<file path="src/rtl/instr_fetch_unit.sv">
// instr_fetch_unit: fetch PC, imem request/response tracking and decode buffer.
// Optional macro IF_BYPASS_EN forwards a response straight to decode when the buffer is empty.
module instr_fetch_unit #(
    parameter logic [63:0] RESET_PC   = 64'h0,
    parameter int          FIFO_DEPTH = 4
) (
    input  logic        clk,
    input  logic        rst,
    output logic        imem_req_valid,
    output logic [63:0] imem_req_addr,
    input  logic        imem_req_ready,
    input  logic        imem_rsp_valid,
    input  logic [31:0] imem_rsp_data,
    input  logic        redirect_valid,
    input  logic [63:0] redirect_pc,
    output logic        id_valid,
    output logic [31:0] id_instr,
    output logic [63:0] id_pc,
    input  logic        id_ready,
    output logic [63:0] fetch_pc
);
    localparam int AW = $clog2(FIFO_DEPTH);
    localparam int CW = AW + 1;
    localparam logic [CW:0] DEPTH_C = FIFO_DEPTH[CW:0];

    typedef enum logic {RUN, DRAIN} state_t;

    state_t        state_q, state_d;
    logic [63:0]   fetch_pc_q, fetch_pc_d, rsp_pc_q, rsp_pc_d;
    logic [CW-1:0] inflight_q, inflight_d, count_q, count_d, drop_q, drop_d;
    logic [AW-1:0] wr_ptr_q, wr_ptr_d, rd_ptr_q, rd_ptr_d;
    logic [31:0]   instr_mem [FIFO_DEPTH];
    logic [63:0]   pc_mem [FIFO_DEPTH];
    logic [63:0]   redirect_tgt;
    logic [CW:0]   credits_used;
    logic          req_fire, rsp_keep, push, pop, bypass, not_empty;

    assign redirect_tgt   = redirect_pc & ~64'h3;
    assign credits_used   = {1'b0, inflight_q} + {1'b0, count_q};
    // Gated by rst so no request can leak out while memory is also held in reset.
    assign imem_req_valid = rst && !redirect_valid && credits_used < DEPTH_C;
    assign imem_req_addr  = fetch_pc_q;
    assign fetch_pc       = fetch_pc_q;
    assign req_fire       = imem_req_valid && imem_req_ready;
    assign rsp_keep       = imem_rsp_valid && state_q == RUN && !redirect_valid;
    assign not_empty      = count_q != '0;
`ifdef IF_BYPASS_EN
    assign bypass   = rsp_keep && !not_empty;
    assign id_valid = not_empty || bypass;
    assign id_instr = not_empty ? instr_mem[rd_ptr_q] : bypass ? imem_rsp_data : '0;
    assign id_pc    = not_empty ? pc_mem[rd_ptr_q] : bypass ? rsp_pc_q : RESET_PC;
`else
    assign bypass   = 1'b0;
    assign id_valid = not_empty;
    assign id_instr = not_empty ? instr_mem[rd_ptr_q] : '0;
    assign id_pc    = not_empty ? pc_mem[rd_ptr_q] : RESET_PC;
`endif
    assign push = rsp_keep && !(bypass && id_ready);
    assign pop  = not_empty && id_ready;

    always_comb begin
        fetch_pc_d = req_fire ? fetch_pc_q + 64'd4 : fetch_pc_q;
        rsp_pc_d   = rsp_keep ? rsp_pc_q + 64'd4 : rsp_pc_q;
        inflight_d = inflight_q + CW'(req_fire) - CW'(imem_rsp_valid);
        count_d    = count_q + CW'(push) - CW'(pop);
        wr_ptr_d   = push ? wr_ptr_q + AW'(1) : wr_ptr_q;
        rd_ptr_d   = pop ? rd_ptr_q + AW'(1) : rd_ptr_q;
        drop_d     = (state_q == DRAIN && imem_rsp_valid) ? drop_q - CW'(1) : drop_q;
        if (redirect_valid) begin
            fetch_pc_d = redirect_tgt;
            rsp_pc_d   = redirect_tgt;
            count_d    = '0;
            wr_ptr_d   = '0;
            rd_ptr_d   = '0;
            drop_d     = inflight_q - CW'(imem_rsp_valid);
        end
        state_d = drop_d == '0 ? RUN : DRAIN;
    end

    always_ff @(posedge clk or negedge rst) begin
        if (!rst) begin
            state_q    <= RUN;
            fetch_pc_q <= RESET_PC;
            rsp_pc_q   <= RESET_PC;
            inflight_q <= '0;
            count_q    <= '0;
            drop_q     <= '0;
            wr_ptr_q   <= '0;
            rd_ptr_q   <= '0;
        end else begin
            state_q    <= state_d;
            fetch_pc_q <= fetch_pc_d;
            rsp_pc_q   <= rsp_pc_d;
            inflight_q <= inflight_d;
            count_q    <= count_d;
            drop_q     <= drop_d;
            wr_ptr_q   <= wr_ptr_d;
            rd_ptr_q   <= rd_ptr_d;
        end
    end

    always_ff @(posedge clk) begin
        if (push) begin
            instr_mem[wr_ptr_q] <= imem_rsp_data;
            pc_mem[wr_ptr_q]    <= rsp_pc_q;
        end
    end
endmodule

</file>
<file path="config.mk">
export PLATFORM = sky130hd
export DESIGN_NAME = instr_fetch_unit
export DESIGN_NICKNAME = d
export VERILOG_FILES = /design/src/rtl/instr_fetch_unit.sv
export SDC_FILE = /design/constraint.sdc
export NUM_CORES = 1
export LEC_CHECK = 0
export CORE_UTILIZATION = 45
export CTS_CLUSTER_SIZE = 20
export DETAILED_ROUTE_END_ITERATION = 6
export PLACE_DENSITY = 0.68
export SLEW_MARGIN = 15
export SYNTH_ARGS = -nofsm -noshare
export SYNTH_HDL_FRONTEND = slang
export SYNTH_SLANG_ARGS = --single-unit
</file>
<file path="constraint.sdc">
create_clock -name clk -period 4.4 [get_ports clk]
set_input_delay 0.88 -clock clk [delete_from_list [all_inputs] [get_ports clk]]
set_output_delay 0.88 -clock clk [all_outputs]
set_load 0.005 [all_outputs]
</file>
==> impl_metrics.toml <==
# yosys + openroad results
[setup_path]
reg2reg_depth = 5
slowest_delay_ns = 0.73
timing.critical_path.fanout_max = 32
r2r_start = "rsp_pc_q[30]"
cp-startpoint = "rd_ptr_q[0]"
r2r-end = "rsp_pc_q[54]"
arrival_ns = 2.95
crit_chain = "buf_12 -> mux4_2 -> and2_1 -> clkdlybuf4s50_1"

[global_routing]
grt_max_degree = 71
grt_first_pass_wirelength_um = 94490
grt-ovfl-total = 0
antenna_found_initial = 1

[route]
first_pass_iters = 5
drt-wirelength-per-cell_um = 23.63
route.detailed.drc = 0
routed_via_density = 5.908
vias = 15620
drt_wl_total_um = 62480
first_iter_violations = 1289
route.met3.wl_um = 4216
dr.max_layer_used = "met4"

[synthesis]
ys_cells = 1668
synthAdderAreaFrac_pct = 0.9764
synthTopCellsByArea = "edfxtp_1 (48%), dfrtp_1 (15%), mux4_2 (9.1%)"
synth_top_area_share_pct = 48.41
xor_share_pct = 1.728
flop_cell = "edfxtp_1"
syn-cell-area_mm2 = 0.02332
synthAoiAreaFrac_pct = 5.467
syn_avg_cell_area_um2 = 13.98
ys_seq_share_pct = 63.22
yosys_warnings = 0
edf_count = 376
ys_ff = 514
ys_sh_simple_pct = 14.03
muxShareOfSynthArea_pct = 10.41

[final_timing]
hold_viol = 0
max_freq_mhz = 261.1
maxSlewViolCount = 0
fin_setup_tns_ns = 0
post-route-min-period_ns = 3.831
rsz0062_at_grt = "no"
setup_viol = 0

[cts]
clock_sinks = 514
cts.path.max_buffers = 3
cts_resized = 0
h-tree-depth = 2
path_clk_slew_ns = 0.07
root_buffer = "clkbuf_16"
clk_latency_ns = 0.60
cts-buffers-inserted = 51
cts_tree = "done"

[pwr]
p_per_area_mw_per_mm2 = 496.9
power_mw = 14.21
ir_drop_mv = 0.3445
total_leakage_power_nw = 9.604

[status]
outcome = "finished, final reports clean"

[cells_and_area]
synthToLayoutAreaGrowth_pct = 22.66
nets = 2044
drive_gt1_share_pct = 12.38

[hold_path]
hold_class = "in2async"

[floorplan]
die_x_um = 229.7
ios = 328

[placement]
place_hpwl_um = 41920
port_buffers = 319
gp_congestion = 0.8721

[run]
openroad.warnings = 31
metal layers:
metal,up-vias,track usage [%]
met5,-,0
met4,0,7.813
met3,108,3.671
li1,6912,-
met1,7926,34.75
met2,676,35.72
power by group:
group          internal, mW  switching, mW  total, mW  leakage (nW)
Clock                  2.46           1.82       4.28         0.795
Combinational          2.32           1.61       3.92          3.79
Sequential             5.50          0.506       6.01          5.02
critical path, delay by kind of cell, from the launching register on:
| family | cells | cell delay, ns |
|---|---|---|
| buf+inv | 2 | 0.75 |
| flops | 1 | 0.73 |
| mux | 1 | 0.63 |
| simple gates | 1 | 0.19 |
through the flow:
stage | hold WS, ns | instance area (um^2) | setup WS [ns] | cells
after floorplan | 0.4742 | 23340 | 0.01108 | 1673
after global placement | 0.5428 | 26960 | 0.7451 | 2552
after detailed placement | 0.5619 | 26960 | 0.7107 | 2552
after CTS | 0.07919 | 28600 | 0.3375 | 2643
after global routing | 0.07936 | 28600 | 0.3999 | 2643
final | 0.1080 | 28600 | 0.5695 | 2644
cell type report:
class,instances,area [um^2],share of cell area (%)
flip-flops and latches,514,14750,51.57
clock buffers,68,1434,5.013
inverters,35,131.4,0.4593
diodes,1,2.502,0.008748
clock inverters,23,203.9,0.7130
multi-input cells,970,7659,26.77
repair buffers,353,3572,12.49
well taps,680,850.8,2.974
cell families (layout without fill, tap and decap cells):
kind of cell / count (synthesis) / in the layout
adder cells (fa/ha/maj): 17 / 17
other: 1 / 7
XOR/XNOR: 46 / 46
multiplexers: 123 / 123
buffers and inverters: 189 / 479
AND-OR/OR-AND: 193 / 193
flip-flops: 514 / 514
AND/OR/NAND/NOR: 585 / 585
sequential cells by signal (all words and copies together), names as in the netlist:
| register | flops |
|---|---|
| rsp_pc_q | 62 |
| instr_mem | 128 |
| pc_mem | 248 |
| drop_q | 3 |
| state_q | 1 |
| fetch_pc | 62 |
| inflight_q | 3 |
| count_q | 3 |
| rd_ptr_q | 2 |
| wr_ptr_q | 2 |
how the worst max path moves through the flow:
stage / end / cells after the start / slack (ns)
2_1_floorplan: instr_mem[1][0] / 5 / 0.01
3_3_place_gp: rsp_pc_q[60] / 7 / 0.75
3_5_place_dp: rsp_pc_q[54] / 7 / 0.71
4_1_cts: id_pc[51] / 4 / 0.34
5_1_grt: id_pc[26] / 4 / 0.40
6_report: id_pc[32] / 4 / 0.57
synth_stat cells (32+ instances only):
| library cell | number |
|---|---|
| clkbuf_1 | 75 |
| dfrtp_1 | 138 |
| mux4_2 | 94 |
| nand3_1 | 73 |
| or4_1 | 32 |
| buf_4 | 68 |
| a31oi_1 | 34 |
| nand2_1 | 99 |
| nand4_1 | 70 |
| edfxtp_1 | 376 |
| inv_1 | 35 |
| o21ai_0 | 57 |
| and3_1 | 35 |
| and2_1 | 108 |
| nor2_1 | 65 |
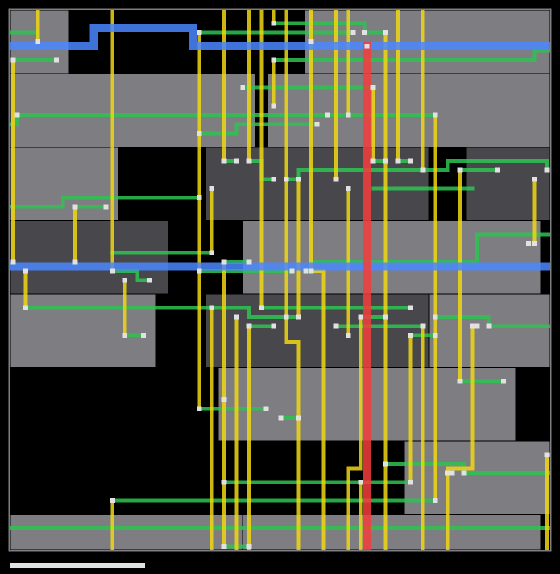
(images/zoom.png)
The bar under the picture is 5 um long. Region (105, 151) to (125, 171) um. Cells in gray, sequential cells in the stronger gray; small squares are vias.
[green] met1
[blue] met3
[yellow] met2
[red] met4
most frequent: edfxtp_1 (5), mux4_2 (3)
netlist names of flops here include: `pc_mem` (5)
cells with their middle in the window: 8
sequential cells in the window: 5

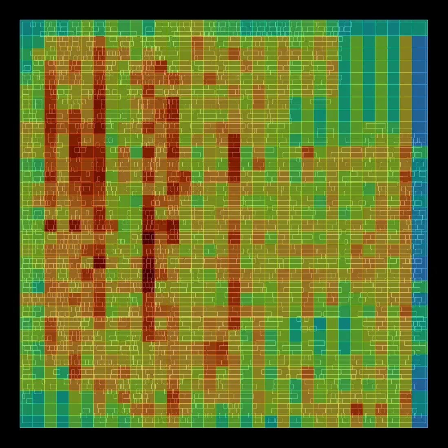
(images/final_congestion.png)
grt met2 use: 35.72%
Total Routing Usage GR: 23.56%
GR peak layer: met2
fin util: 55.76%
met3 usage: 3.671%

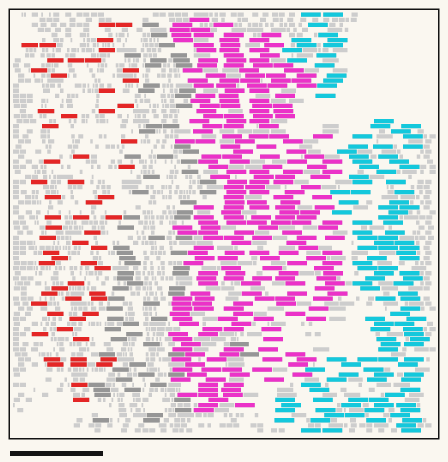
(images/registers.png)
The bar under the picture is 50 um long.
[magenta] `pc_mem` | placed flops: 248
[red] `fetch_pc` | placed flops: 62 | where: a column on the left
[cyan] `instr_mem` | placed flops: 128 | where: a column on the right

Power figures rest on the tool's default switching activity, not on a simulated workload.
